==> images/drive_strength.png <==
Scale: 8 px per um.
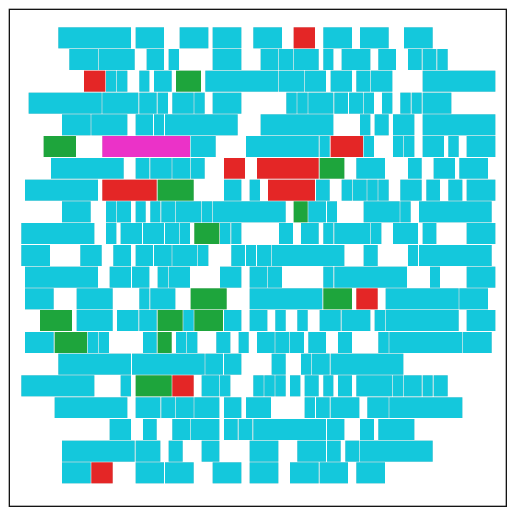
==> images/final_congestion.png <==
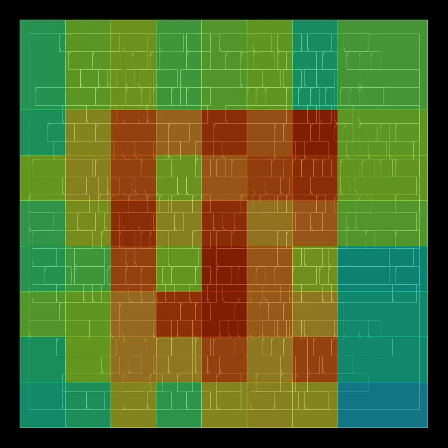
==> images/met3.png <==
Scale: 4 px per um.
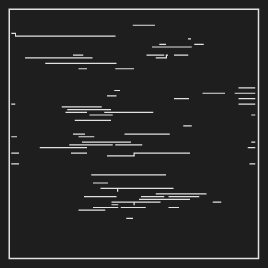
==> images/met2.png <==
Scale: 4 px per um.
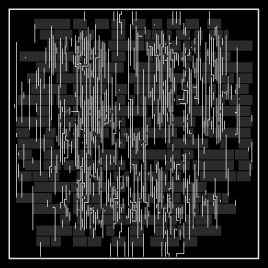
[config.mk]
export PLATFORM = sky130hd
export DESIGN_NAME = fork_join_ctrl_flat
export DESIGN_NICKNAME = d
export VERILOG_FILES = /design/src/rtl/fork_join_pkg.sv /design/src/rtl/fork_join_ctrl_if.sv /design/src/rtl/fj_chan_timer.sv /design/src/rtl/fork_join_ctrl.sv /design/src/flat_wrapper.sv
export SDC_FILE = /design/constraint.sdc
export NUM_CORES = 1
export LEC_CHECK = 0
export CAP_MARGIN = 0
export CORE_MARGIN = 1
export CORE_UTILIZATION = 58
export DETAILED_ROUTE_END_ITERATION = 8
export PLACE_DENSITY = 0.87
export SYNTH_ARGS = -nofsm -noshare
export SYNTH_HDL_FRONTEND = slang
export SYNTH_SLANG_ARGS = --single-unit
[constraint.sdc]
create_clock -name clk -period 3.55 [get_ports clk]
set_clock_uncertainty 0.05 [all_clocks]
set_input_delay 0.71 -clock clk [delete_from_list [all_inputs] [get_ports clk]]
set_output_delay 0.71 -clock clk [all_outputs]
set_load 0.02 [all_outputs]
[src/rtl/fork_join_pkg.sv]
// rtl/fork_join_pkg.sv - shared types and join-policy helper for the fork/join controller
// Purpose: join policy and FSM state enums, plus the join-condition decode
//          shared by the controller.
// Ports:   none (package).
package fork_join_pkg;

  typedef enum logic [1:0] {
    JOIN_ALL  = 2'd0,
    JOIN_ANY  = 2'd1,
    JOIN_NONE = 2'd2,
    JOIN_RSVD = 2'd3
  } join_mode_t;

  typedef enum logic [1:0] {
    IDLE  = 2'd0,
    RUN   = 2'd1,
    DRAIN = 2'd2
  } state_t;

  // Join condition while in RUN. JOIN_ANY also fires when nothing is left
  // active so an empty fork still joins; the reserved code behaves as JOIN_ALL.
  function automatic logic join_met(join_mode_t m, logic any_fin, logic none_left);
    case (m)
      JOIN_ANY:  return any_fin | none_left;
      JOIN_NONE: return 1'b1;
      default:   return none_left;
    endcase
  endfunction

endpackage

[src/rtl/fork_join_ctrl_if.sv]
// rtl/fork_join_ctrl_if.sv - control/status bundle between a fork/join requester and the controller
// Purpose: groups the fork request, job configuration and status outputs.
// Ports (master drives): start, mode, kill_on_join, abort, ch_en, dur
// Ports (slave drives):  busy, ch_active, ch_done, join_done, all_done,
//                        first_idx, start_drop
interface fork_join_ctrl_if #(
  parameter int NUM_CH = 2,
  parameter int CNT_W  = 8
);
  localparam int FI_W = (NUM_CH > 1) ? $clog2(NUM_CH) : 1;

  logic                    start;
  logic [1:0]              mode;
  logic                    kill_on_join;
  logic                    abort;
  logic [NUM_CH-1:0]       ch_en;
  logic [NUM_CH*CNT_W-1:0] dur;

  logic                    busy;
  logic [NUM_CH-1:0]       ch_active;
  logic [NUM_CH-1:0]       ch_done;
  logic                    join_done;
  logic                    all_done;
  logic [FI_W-1:0]         first_idx;
  logic                    start_drop;

  modport master (
    output start, mode, kill_on_join, abort, ch_en, dur,
    input  busy, ch_active, ch_done, join_done, all_done, first_idx, start_drop
  );

  modport slave (
    input  start, mode, kill_on_join, abort, ch_en, dur,
    output busy, ch_active, ch_done, join_done, all_done, first_idx, start_drop
  );

endinterface

[src/rtl/fj_chan_timer.sv]
// rtl/fj_chan_timer.sv - per-channel job duration down-counter
// Purpose: loads a duration, counts down while enabled, pulses done on
//          natural completion; cancel clears it silently.
// Ports:   clk, rst_n (async active-low)
//          load, load_val  - arm the channel with a duration (0 treated as 1)
//          cancel          - drop the channel without a done pulse
//          count_en        - decrement enable
//          active          - channel armed and not finished/cancelled
//          done            - one-cycle completion pulse
//          finish          - channel completes at the next edge (comb)
module fj_chan_timer #(
  parameter int CNT_W = 8
) (
  input  logic             clk,
  input  logic             rst_n,
  input  logic             load,
  input  logic [CNT_W-1:0] load_val,
  input  logic             cancel,
  input  logic             count_en,
  output logic             active,
  output logic             done,
  output logic             finish
);

  logic [CNT_W-1:0] cnt_q;

  // Counter holds the cycles still to go, so it never needs to exceed the
  // loaded value and cannot wrap.
  assign finish = active && count_en && (cnt_q == CNT_W'(1));

  always_ff @(posedge clk or negedge rst_n) begin
    if (!rst_n) begin
      cnt_q  <= '0;
      active <= 1'b0;
      done   <= 1'b0;
    end else begin
      done <= 1'b0;
      if (cancel) begin
        cnt_q  <= '0;
        active <= 1'b0;
      end else if (load) begin
        cnt_q  <= (load_val == '0) ? CNT_W'(1) : load_val;
        active <= 1'b1;
      end else if (active && count_en) begin
        if (cnt_q == CNT_W'(1)) begin
          cnt_q  <= '0;
          active <= 1'b0;
          done   <= 1'b1;
        end else begin
          cnt_q <= cnt_q - CNT_W'(1);
        end
      end
    end
  end

endmodule

[src/rtl/fork_join_ctrl.sv]
// rtl/fork_join_ctrl.sv - fork/join controller for parallel timed job channels
// Purpose: forks up to NUM_CH timed channels on start, signals the join
//          according to the latched policy, optionally kills stragglers,
//          and reports overall completion.
// Ports:   clk, rst_n (async active-low)
//          bus - fork_join_ctrl_if.slave (request/config in, status out)
module fork_join_ctrl #(
  parameter int NUM_CH = 2,
  parameter int CNT_W  = 8
) (
  input  logic                clk,
  input  logic                rst_n,
  fork_join_ctrl_if.slave     bus
);
  import fork_join_pkg::*;

  localparam int FI_W = (NUM_CH > 1) ? $clog2(NUM_CH) : 1;

  state_t            state_q, state_d;
  join_mode_t        mode_q;
  logic              kill_q;
  logic              first_seen_q;
  logic [FI_W-1:0]   first_idx_q;
  logic              join_done_q, all_done_q, start_drop_q;

  logic [NUM_CH-1:0] act, done, fin, remaining, cancel_vec;
  logic [FI_W-1:0]   low_idx;
  logic              busy, start_acc, drop, join_fire, all_fire;

  assign busy = (state_q != IDLE);

  for (genvar i = 0; i < NUM_CH; i++) begin : g_ch
    fj_chan_timer #(.CNT_W(CNT_W)) u_timer (
      .clk      (clk),
      .rst_n    (rst_n),
      .load     (start_acc & bus.ch_en[i]),
      .load_val (bus.dur[i*CNT_W +: CNT_W]),
      .cancel   (cancel_vec[i]),
      .count_en (busy),
      .active   (act[i]),
      .done     (done[i]),
      .finish   (fin[i])
    );
  end

  // State register
  always_ff @(posedge clk or negedge rst_n) begin
    if (!rst_n) state_q <= IDLE;
    else        state_q <= state_d;
  end

  // Next-state logic; abort wins over any same-cycle join or completion
  always_comb begin
    state_d = state_q;
    case (state_q)
      IDLE:    if (bus.start) state_d = RUN;
      RUN:     if (bus.abort || all_fire) state_d = IDLE;
               else if (join_fire)        state_d = DRAIN;
      DRAIN:   if (bus.abort || all_fire) state_d = IDLE;
      default: state_d = IDLE;
    endcase
  end

  // Output decode. remaining excludes channels finishing this edge so a
  // kill never suppresses a natural completion that lands on the join.
  always_comb begin
    remaining  = act & ~fin;
    start_acc  = 1'b0;
    drop       = 1'b0;
    join_fire  = 1'b0;
    all_fire   = 1'b0;
    cancel_vec = '0;
    case (state_q)
      IDLE: start_acc = bus.start;
      RUN: begin
        drop = bus.start;
        if (bus.abort) begin
          cancel_vec = '1;
        end else if (join_met(mode_q, |fin, remaining == '0)) begin
          join_fire = 1'b1;
          if (kill_q || remaining == '0) begin
            all_fire   = 1'b1;
            cancel_vec = remaining;
          end
        end
      end
      DRAIN: begin
        drop = bus.start;
        if (bus.abort)             cancel_vec = '1;
        else if (remaining == '0)  all_fire   = 1'b1;
      end
      default: ;
    endcase
  end

  // Lowest index among channels completing this edge
  always_comb begin
    low_idx = '0;
    for (int i = NUM_CH - 1; i >= 0; i--) begin
      if (fin[i]) low_idx = FI_W'(i);
    end
  end

  always_ff @(posedge clk or negedge rst_n) begin
    if (!rst_n) begin
      mode_q       <= JOIN_ALL;
      kill_q       <= 1'b0;
      first_seen_q <= 1'b0;
      first_idx_q  <= '0;
      join_done_q  <= 1'b0;
      all_done_q   <= 1'b0;
      start_drop_q <= 1'b0;
    end else begin
      join_done_q  <= join_fire;
      all_done_q   <= all_fire;
      start_drop_q <= drop;
      if (start_acc) begin
        mode_q       <= join_mode_t'(bus.mode);
        kill_q       <= bus.kill_on_join;
        first_seen_q <= 1'b0;
        first_idx_q  <= '0;
      end else if (busy && !bus.abort && (|fin) && !first_seen_q) begin
        first_seen_q <= 1'b1;
        first_idx_q  <= low_idx;
      end
    end
  end

  assign bus.busy       = busy;
  assign bus.ch_active  = act;
  assign bus.ch_done    = done;
  assign bus.join_done  = join_done_q;
  assign bus.all_done   = all_done_q;
  assign bus.first_idx  = first_idx_q;
  assign bus.start_drop = start_drop_q;

endmodule

[src/flat_wrapper.sv]
// flat-port wrapper written by rule: the top's interface ports become plain ports
module fork_join_ctrl_flat import fork_join_pkg::*;
#(
  parameter int NUM_CH = 2,
  parameter int CNT_W  = 8
)
  (clk, rst_n, bus_start, bus_mode, bus_kill_on_join, bus_abort, bus_ch_en, bus_dur, bus_busy, bus_ch_active, bus_ch_done, bus_join_done, bus_all_done, bus_first_idx, bus_start_drop);
  fork_join_ctrl_if #(.NUM_CH(NUM_CH), .CNT_W(CNT_W)) bus_i ();
  input  logic clk;
  input  logic rst_n;
  input wire logic [$bits(bus_i.start)-1:0] bus_start;
  input wire logic [$bits(bus_i.mode)-1:0] bus_mode;
  input wire logic [$bits(bus_i.kill_on_join)-1:0] bus_kill_on_join;
  input wire logic [$bits(bus_i.abort)-1:0] bus_abort;
  input wire logic [$bits(bus_i.ch_en)-1:0] bus_ch_en;
  input wire logic [$bits(bus_i.dur)-1:0] bus_dur;
  output wire logic [$bits(bus_i.busy)-1:0] bus_busy;
  output wire logic [$bits(bus_i.ch_active)-1:0] bus_ch_active;
  output wire logic [$bits(bus_i.ch_done)-1:0] bus_ch_done;
  output wire logic [$bits(bus_i.join_done)-1:0] bus_join_done;
  output wire logic [$bits(bus_i.all_done)-1:0] bus_all_done;
  output wire logic [$bits(bus_i.first_idx)-1:0] bus_first_idx;
  output wire logic [$bits(bus_i.start_drop)-1:0] bus_start_drop;
  assign bus_i.start = bus_start;
  assign bus_i.mode = bus_mode;
  assign bus_i.kill_on_join = bus_kill_on_join;
  assign bus_i.abort = bus_abort;
  assign bus_i.ch_en = bus_ch_en;
  assign bus_i.dur = bus_dur;
  assign bus_busy = bus_i.busy;
  assign bus_ch_active = bus_i.ch_active;
  assign bus_ch_done = bus_i.ch_done;
  assign bus_join_done = bus_i.join_done;
  assign bus_all_done = bus_i.all_done;
  assign bus_first_idx = bus_i.first_idx;
  assign bus_start_drop = bus_i.start_drop;
  fork_join_ctrl #(.NUM_CH(NUM_CH), .CNT_W(CNT_W)) u_core (.clk(clk), .rst_n(rst_n), .bus(bus_i));
endmodule
==> flow_summary_export.csv <==
group,metric,value,unit
routing,antenna_left,0,
logic_synthesis,largest_area_cell,"dfrtp_1",
clocking,root_buffer,"clkbuf_4",
timing,tns,0,ns
timing,rsz0062_at_grt,"false",
logic_synthesis,netlist_top_cells_area,"dfrtp_1 (36%), ha_1 (5.4%), nor2_1 (4.9%)",
timing,slew_violations,0,
pwr,power_density,836,mW/mm^2
cells_and_area,layout-drive-gt1-share,9.26,%
placement,place_inst,308,
logic_synthesis,syn_inst,242,
logic_synthesis,ys_area,0.00208,mm^2
floorplan,ios,34,
setup_path,worst_path_largest_cell_delay,0.58,ns
worst_hold_path,hp-start,"u_core.kill_q",
timing,period_minus_slack,2.92,ns
outcome,outcome,"complete, no violations",
logic_synthesis,edf_count,0,
worst_hold_path,hold_depth,1,
logic_synthesis,logic_family,"simple AND/OR/NAND/NOR gates",
setup_path,reg2reg_slack,0.85,ns
pwr,power_switching,0.974,mW
logic_synthesis,ys_seq_share,36.0,%
clocking,postCtsSetupBuffers,0,
grt,grt_pass1_wl,7.71,mm
clocking,clk_path_buf_depth,2,
routing,routedWlPerCell,15.9,um
timing,max-slew-margin-rel,59.8,%
logic_synthesis,top_area_share,36.0,%
floorplan,core,0.00339,mm^2
clocking,cts-htree-levels,2,
pwr,p_int,1.10,mW
timing,hold_viol_final,0,
timing,worst_pin_slew,0.603,ns
routing,viasPerCell,6.30,
clocking,cts_tree,"yes",
clocking,cts.sinks,30,
pwr,p_leak,1.04,nW
cells_and_area,final_cells,316,
floorplan,chipArea,0.00384,mm^2
logic_synthesis,aoi_share,25.0,%
setup_path,worstPathArrival,2.16,ns
logic_synthesis,ys_sh_xor,0,%
clocking,clk_pin_slew,0.09,ns
cells_and_area,n_antenna_cell,0,
pwr,ir_drop,0.000462,V
grt,overflow,0,
logic_synthesis,ys_types,58,
grt,antenna_found_initial,0,
setup_path,reg2reg_depth,8,
pwr,switching_share,47.1,%
setup_path,cpMaxStageDelayCell,"clkdlybuf4s50_1",
worst_hold_path,min_path_type,"flop to flop",
logic_synthesis,syn_area_per_cell,8.61,um^2
logic_synthesis,common_cells,"dfrtp_1 (30), nor2_1 (27), nand2_1 (24)",
clocking,cts-resized-gates,0,
timing,max_freq,342,MHz
logic_synthesis,async_flop_share,100,%
setup_path,crit_type,"flop to output port",
logic_synthesis,adder_share,5.40,%
placement,place_congestion,0.923,
routing,drt_first_iter_violations,204,
setup_path,critPathCaptureType,"output port",
clocking,insertion_delay,0.35,ns
setup_path,crit_required,2.79,ns
floorplan,fp-utilization,61.5,%
setup_path,crit_chain,"inv_1 -> ha_1 -> inv_1 -> clkdlybuf4s50_1",
grt,grt_max_degree,31,
pwr,pwr-share-seq,30.1,%
cells_and_area,fin_nets,303,
setup_path,crit_path_start_kind,"flop",
routing,drc,0,
pwr,p_comb_share,56.5,%
setup_path,timing.rr.end,"u_core.g_ch[0].u_timer.cnt_q[7]",
logic_synthesis,yosys_most_used_dff,"dfrtp_1",
floorplan,rows,21,
placement,dp_hpwl,3.56,mm
worst_hold_path,hold_end,"u_core.kill_q",
timing,whs,0.478,ns
flow_run,drv_cap,0,
flow_run,tool_warnings,31,
logic_synthesis,netlist_area,0.00208,mm^2
logic_synthesis,synthMuxAreaShare,2.10,%
timing,setup_viol,0,
logic_synthesis,ys_warn_count,0,
setup_path,cp_common_cell,"inv_1",
logic_synthesis,numSynthFlops,30,
pwr,p_clk_share,13.3,%
floorplan,dieWidth,62.0,um
setup_path,r2r_start,"u_core.state_q[0]",
clocking,cts_buffers,5,
routing,drtPass1Iterations,6,
clocking,hold_buffers,0,
logic_synthesis,syn_nets,276,
floorplan,die_h,62.0,um
logic_synthesis,most_common_cell,"dfrtp_1",
timing,period_used_share,82.3,%
logic_synthesis,yosysCellCount,242,
setup_path,path_max_fanout,16,
grt,grt_pass1_vias,1709,
logic_synthesis,synth.cellmix.simpleShare,25.0,%
placement,portBuffers,33,
Notes on drive_strength.png above:
cyan -> drive 1 or less  # cells 245, share 91%
green -> drive 2  # cells 14, share 5.2%
red -> drive 3 to 4  # cells 10, share 3.7%
magenta -> drive 6 and up  # cells 1, share 0.37%
Non-clk bufs: 34
Syn-to-layout area delta: 18.7%
final worst setup slack: 0.627 ns
Final Instance Area: 0.00247 mm^2

Notes on final_congestion.png above:
GRT met1 Usage: 38.3%
GRT met3 Usage: 7.04%
fin util: 73.0%
overall routing resource usage: 27.6%

Notes on met3.png above:
wire length on this layer = 396 um
share of all routed wire = 7.9%
main direction = horizontal
nets with wire on the layer = 52
via count: 1,990
Routed WL: 5.01 mm

Notes on met2.png above:
main direction = vertical
nets with wire on the layer = 251
longest straight run = 24.1 um
wire length on this layer = 2,300 um
share of all routed wire = 46%
M2 GR Usage: 42.4%

area by class of cell:
class                      instances  area (um^2)
multi-input combinational        184         1200
clock buffer                       5         37.5
sequential                        30          751
tap                               46         57.6
fill                             255          915
timing repair buffer              34          338
clock inverter                     3         40.0
inverter                          14         52.6
sequential cells by signal, summed over array words and instances (netlist names), 2 cells and up:
name,flops
u_core.mode_q,2
u_core.g_ch.u_timer.active,2
u_core.state_q,2
u_core.g_ch.u_timer.done,2
u_core.g_ch.u_timer.cnt_q,16
worst max-delay path by stage:
stage	slack, ns	startpoint	cells past startpoint	end
floorplan	1.17	u_core.g_ch[0].u_timer.cnt_q[1]	8	u_core.state_q[1]
global placement	0.85	bus_abort	7	u_core.g_ch[0].u_timer.cnt_q[4]
detailed placement	0.74	bus_abort	7	u_core.g_ch[0].u_timer.cnt_q[4]
CTS	0.63	u_core.state_q[0]	4	bus_busy
global route	0.45	u_core.state_q[0]	4	bus_busy
finish	0.63	u_core.state_q[0]	4	bus_busy
critical path: cells and delay by family, from the launching register on:
kind	cells	cell delay (ns)
adders and majority gates	1	0.54
buffers and inverters	3	0.86
DFF	1	0.43
per-layer routing:
| metal | vias to the layer above | global-route usage (%) | part of all wire (%) |
|---|---|---|---|
| li1 | 951 | - | - |
| met2 | 107 | 42.4 | 46 |
| met5 | - | 0 | 0 |
| met1 | 921 | 38.3 | 45 |
| met3 | 11 | 7.04 | 7.9 |
| met4 | 0 | 8.57 | 1.5 |
through the flow:
step | setup WS [ns] | instance area (um^2) | power [mW]
floorplan | 1.17 | 2080 | 1.50
global placement | 0.848 | 2400 | 1.72
detailed placement | 0.737 | 2400 | 1.76
CTS | 0.634 | 2470 | 2.05
global route | 0.450 | 2470 | 2.22
finish | 0.627 | 2470 | 2.07
power by group through the flow:
stage                     registers, mW  logic, mW  clock network [mW]
after global placement            0.616       1.10                   0
after CTS                         0.615       1.15               0.282
after global routing              0.638       1.29               0.294
after floorplan                   0.595      0.905                   0
after detailed placement          0.622       1.14                   0
final                             0.623       1.17               0.276
logic make-up (layout without fill, tap and decap cells):
group | Yosys count | count (layout)
and+or+nand+nor | 102 | 102
AOI/OAI and AO/OA | 69 | 69
DFF | 30 | 30
buffers and inverters | 28 | 56
adders and majority gates | 9 | 9
muxes | 4 | 4
cells in the final DEF, fill, tap and decap left out, types with 2 or more instances in the layout:
| master | count |
|---|---|
| inv_1 | 14 |
| a211oi_1 | 4 |
| a21oi_1 | 16 |
| nor3_2 | 2 |
| nor4_1 | 8 |
| o21ai_0 | 6 |
| and3_1 | 5 |
| a32oi_1 | 2 |
| nor2_1 | 27 |
| mux2_2 | 3 |
| ha_1 | 9 |
| clkbuf_4 | 5 |
| nand2_1 | 24 |
| o31ai_1 | 4 |
| nand2b_1 | 4 |
| nor2b_1 | 4 |
| clkinv_2 | 2 |
| nor3_1 | 13 |
| a31oi_1 | 2 |
| nand3_1 | 5 |
| a311oi_1 | 2 |
| o211ai_1 | 6 |
| o22ai_1 | 4 |
| o32ai_1 | 3 |
| dfrtp_1 | 30 |
| clkdlybuf4s50_1 | 33 |
No activity file was given, so power comes from the tool's default toggle rates.
